==> config.mk <==
export PLATFORM = sky130hd
export DESIGN_NAME = ac_panel_ctrl
export DESIGN_NICKNAME = d
export VERILOG_FILES = /design/src/rtl/ac_panel_ctrl.sv
export SDC_FILE = /design/constraint.sdc
export NUM_CORES = 1
export LEC_CHECK = 0
export CAP_MARGIN = 20
export CORE_UTILIZATION = 55
export CTS_CLUSTER_SIZE = 14
export DETAILED_ROUTE_END_ITERATION = 10
export PLACE_DENSITY = 0.74
export SLEW_MARGIN = 5
export SYNTH_ARGS = -nofsm -noshare
export SYNTH_HDL_FRONTEND = slang
export SYNTH_SLANG_ARGS = --single-unit
export TNS_END_PERCENT = 1
==> constraint.sdc <==
create_clock -name clk -period 5.1 [get_ports clk]
set_clock_uncertainty 0.1 [all_clocks]
set_input_delay 0.765 -clock clk [delete_from_list [all_inputs] [get_ports clk]]
set_output_delay 0.765 -clock clk [all_outputs]
set_load 0.02 [all_outputs]
==> src/rtl/ac_panel_ctrl.sv <==
// ac_panel_ctrl: user-input front end of the air-conditioner controller.
// Five raw push-buttons are synchronised and debounced, and each produces a
// single-cycle press pulse. A small OFF/ON state machine turns those pulses
// into the on/off flag, requested mode, set temperature and recharge power
// that the mode/thermal stage consumes.
//
// state  | meaning
// -------+----------------------------------------------------------------
// ST_OFF | unit idle; charge presses top up power_out, power press turns on
//        | only if power_fb is non-zero
// ST_ON  | unit running; mode/up/down presses act, power press or
//        | power_fb==0 returns to ST_OFF and latches power_fb into power_out

module ac_panel_ctrl #(
  parameter int unsigned DEBOUNCE_CYC = 1_000_000,
  parameter logic [8:0]  TEMP_MIN     = 9'd160,
  parameter logic [8:0]  TEMP_MAX     = 9'd300,
  parameter logic [8:0]  TEMP_STEP    = 9'd5,
  parameter logic [8:0]  TEMP_INIT    = 9'd250,
  parameter logic [9:0]  POWER_INIT   = 10'd100,
  parameter logic [9:0]  POWER_MAX    = 10'd999,
  parameter logic [9:0]  CHARGE_STEP  = 10'd50
) (
  input  logic       clk,
  input  logic       rst,
  input  logic       btn_power,
  input  logic       btn_mode,
  input  logic       btn_up,
  input  logic       btn_down,
  input  logic       btn_charge,
  input  logic [9:0] power_fb,
  output logic       on_off,
  output logic [1:0] mode_out,
  output logic [8:0] set_temp,
  output logic [9:0] power_out
);

  localparam int unsigned NUM_BTN = 5;
  localparam int unsigned CNT_W   = (DEBOUNCE_CYC > 1) ? $clog2(DEBOUNCE_CYC) : 1;
  localparam logic [CNT_W-1:0] CNT_LAST = CNT_W'(DEBOUNCE_CYC - 1);

  localparam int unsigned B_POWER  = 0;
  localparam int unsigned B_MODE   = 1;
  localparam int unsigned B_UP     = 2;
  localparam int unsigned B_DOWN   = 3;
  localparam int unsigned B_CHARGE = 4;

  typedef enum logic {
    ST_OFF = 1'b0,
    ST_ON  = 1'b1
  } state_t;

  logic [NUM_BTN-1:0] btn_raw;
  logic [NUM_BTN-1:0] sync_a;
  logic [NUM_BTN-1:0] sync_b;
  logic [NUM_BTN-1:0] btn_acc;
  logic [NUM_BTN-1:0] btn_acc_d;
  logic [NUM_BTN-1:0] press;
  logic [CNT_W-1:0]   db_cnt [NUM_BTN];

  logic p_power;
  logic p_mode;
  logic p_up;
  logic p_down;
  logic p_charge;
  logic p_updn_any;

  state_t      state;
  state_t      state_nxt;
  logic [1:0]  mode_nxt;
  logic [8:0]  temp_nxt;
  logic [9:0]  power_nxt;
  logic [10:0] charge_sum;

  assign btn_raw = {btn_charge, btn_down, btn_up, btn_mode, btn_power};

  // Two-flop synchroniser for the asynchronous button inputs.
  always_ff @(posedge clk or negedge rst) begin
    if (!rst) begin
      sync_a <= '0;
      sync_b <= '0;
    end else begin
      sync_a <= btn_raw;
      sync_b <= sync_a;
    end
  end

  // Debounce: the counter only runs while the synchronised level disagrees
  // with the accepted level, so any bounce back restarts the stability window.
  always_ff @(posedge clk or negedge rst) begin
    if (!rst) begin
      btn_acc <= '0;
      for (int i = 0; i < NUM_BTN; i++) begin
        db_cnt[i] <= '0;
      end
    end else begin
      for (int i = 0; i < NUM_BTN; i++) begin
        if (sync_b[i] == btn_acc[i]) begin
          db_cnt[i] <= '0;
        end else if (db_cnt[i] == CNT_LAST) begin
          btn_acc[i] <= sync_b[i];
          db_cnt[i]  <= '0;
        end else begin
          db_cnt[i] <= db_cnt[i] + 1'b1;
        end
      end
    end
  end

  // Rising edge of an accepted level becomes a registered one-cycle press.
  always_ff @(posedge clk or negedge rst) begin
    if (!rst) begin
      btn_acc_d <= '0;
      press     <= '0;
    end else begin
      btn_acc_d <= btn_acc;
      press     <= btn_acc & ~btn_acc_d;
    end
  end

  assign p_power    = press[B_POWER];
  assign p_mode     = press[B_MODE];
  assign p_up       = press[B_UP];
  assign p_down     = press[B_DOWN];
  assign p_charge   = press[B_CHARGE];
  assign p_updn_any = p_up | p_down;

  // 11-bit sum so the saturation compare sees the carry.
  assign charge_sum = {1'b0, power_out} + {1'b0, CHARGE_STEP};

  // Next-state and output-register logic; a higher-priority press in the
  // same cycle swallows every lower-priority one.
  always_comb begin
    state_nxt = state;
    mode_nxt  = mode_out;
    temp_nxt  = set_temp;
    power_nxt = power_out;
    case (state)
      ST_OFF: begin
        if (p_power) begin
          if (power_fb != '0) begin
            state_nxt = ST_ON;
          end
        end else if (p_charge && !p_mode && !p_updn_any) begin
          if (charge_sum > {1'b0, POWER_MAX}) begin
            power_nxt = POWER_MAX;
          end else begin
            power_nxt = charge_sum[9:0];
          end
        end
      end
      ST_ON: begin
        if (p_power || (power_fb == '0)) begin
          // Hand the live remaining power back so the downstream load does
          // not jump when the mode stage reloads it.
          state_nxt = ST_OFF;
          power_nxt = power_fb;
          mode_nxt  = 2'b00;
        end else if (p_mode) begin
          case (mode_out)
            2'b00:   mode_nxt = 2'b01;
            2'b01:   mode_nxt = 2'b10;
            default: mode_nxt = 2'b00;
          endcase
        end else if (p_up && !p_down) begin
          if (set_temp >= (TEMP_MAX - TEMP_STEP)) begin
            temp_nxt = TEMP_MAX;
          end else begin
            temp_nxt = set_temp + TEMP_STEP;
          end
        end else if (p_down && !p_up) begin
          if (set_temp <= (TEMP_MIN + TEMP_STEP)) begin
            temp_nxt = TEMP_MIN;
          end else begin
            temp_nxt = set_temp - TEMP_STEP;
          end
        end
      end
      default: begin
        state_nxt = ST_OFF;
      end
    endcase
  end

  // State and user-setting registers.
  always_ff @(posedge clk or negedge rst) begin
    if (!rst) begin
      state     <= ST_OFF;
      mode_out  <= 2'b00;
      set_temp  <= TEMP_INIT;
      power_out <= POWER_INIT;
    end else begin
      state     <= state_nxt;
      mode_out  <= mode_nxt;
      set_temp  <= temp_nxt;
      power_out <= power_nxt;
    end
  end

  assign on_off = (state == ST_ON);

endmodule
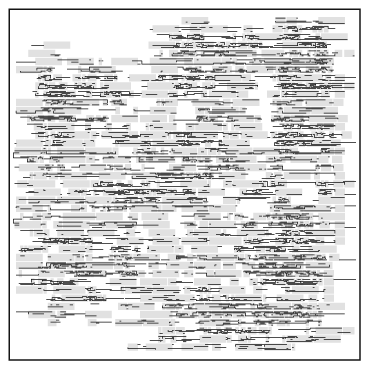
*Metal 1*
Drawn at 3 px/um. Cells faint in the background.
longest straight run = 39.6 um
share of all routed wire = 44%
wire length on this layer = 6350 um
nets with wire on the layer = 730
main direction = horizontal
routed vias: 5483
routed wire length: 14300 um

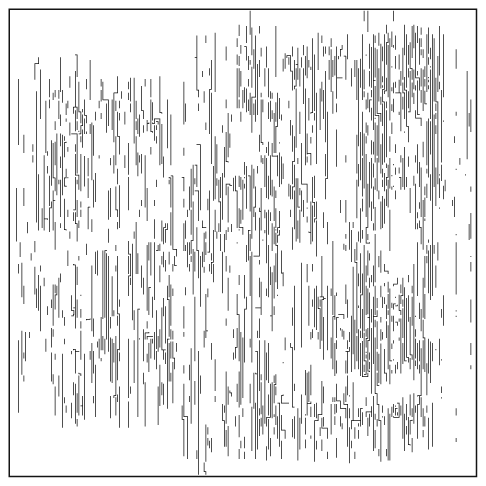
*Met2 routing*
Drawn at 4 px/um.
longest straight run = 65.3 um
wire length on this layer = 7020 um
M2 GR Usage: 0.369

==> impl_metrics.tcl <==
# metrics dict for downstream scripts
set metrics [dict create \
    vias_per_cell 5.73 \
    met3_length_um 690 \
    yosysTopAreaCell "dfrtp_1" \
    drtIter0Drc 575 \
    ys_cells 738 \
    yosys-top-cells-count "dfrtp_1 (138), nor2_1 (128), nand2_1 (62)" \
    hold_violations 0 \
    pg_clk_uw 1300 \
    synthAoiAreaFrac 0.0750 \
    r2r_cells 7 \
    edf_count 0 \
    most_common_cell "dfrtp_1" \
    cts_buffer_depth 2 \
    seq_cell_power_uw 1200 \
    simple_gate_area_frac 0.238 \
    cts_setup_buffers 0 \
    fmax_mhz 381 \
    tool_warnings 32 \
    syn-mean-instance-area_sq_um 9.76 \
    io_pins 39 \
    synth.area.mux_share 0.00782 \
    power_switching_share 0.215 \
    p_switching_uw 561 \
    rrSetupSlack_ns 2.51 \
    grt_busiest_layer "met2" \
    path_depth 1 \
    clkCellAreaFrac 0.0754 \
    netlist_instances 738 \
    dieHeight_um 116 \
    status "completed" \
    synth_xor_xnor_area_share 0.117 \
    clkTransAtPathRegs_ns 0.06 \
    antenna_cells 0 \
    p_int_uw 2050 \
    setup_viol 0 \
    groute.usage.overall 0.229 \
    firstDrtPassIters 5 \
    cts_made_buffers 17 \
    core_area_sq_um 12700 \
    critPathCaptureType "output pin" \
    pg_comb_uw 107 \
    n_fill_cell 1001 \
    slew_viol_final 0 \
]
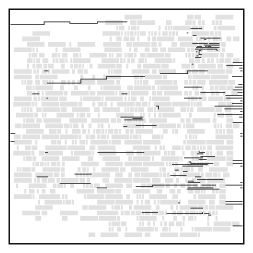
*Signal wires on met3*
Drawn at 2 px/um. Cells faint in the background.
longest straight run = 23.0 um
wire length on this layer = 691 um
nets with wire on the layer = 77
M3 GR Usage: 0.0545

-- state kept, by name (all words and copies together), names as in the netlist --
register	flops
btn_acc	5
set_temp	9
on_off	1
btn_acc_d	5
mode_out	2
sync_b	5
press	5
power_out	10
db_cnt	100
sync_a	5
-- worst min path at each step --
stage                         start         to  slack, ns  cells past startpoint
after global placement    sync_a[4]  sync_b[4]       0.23                      0
after global routing      sync_a[3]  sync_b[3]       0.26                      0
after CTS                 sync_a[4]  sync_b[4]       0.25                      0
after detailed placement  sync_a[4]  sync_b[4]       0.24                      0
final                     sync_a[4]  sync_b[4]       0.25                      0
after floorplan           sync_a[0]  sync_b[0]       0.23                      0
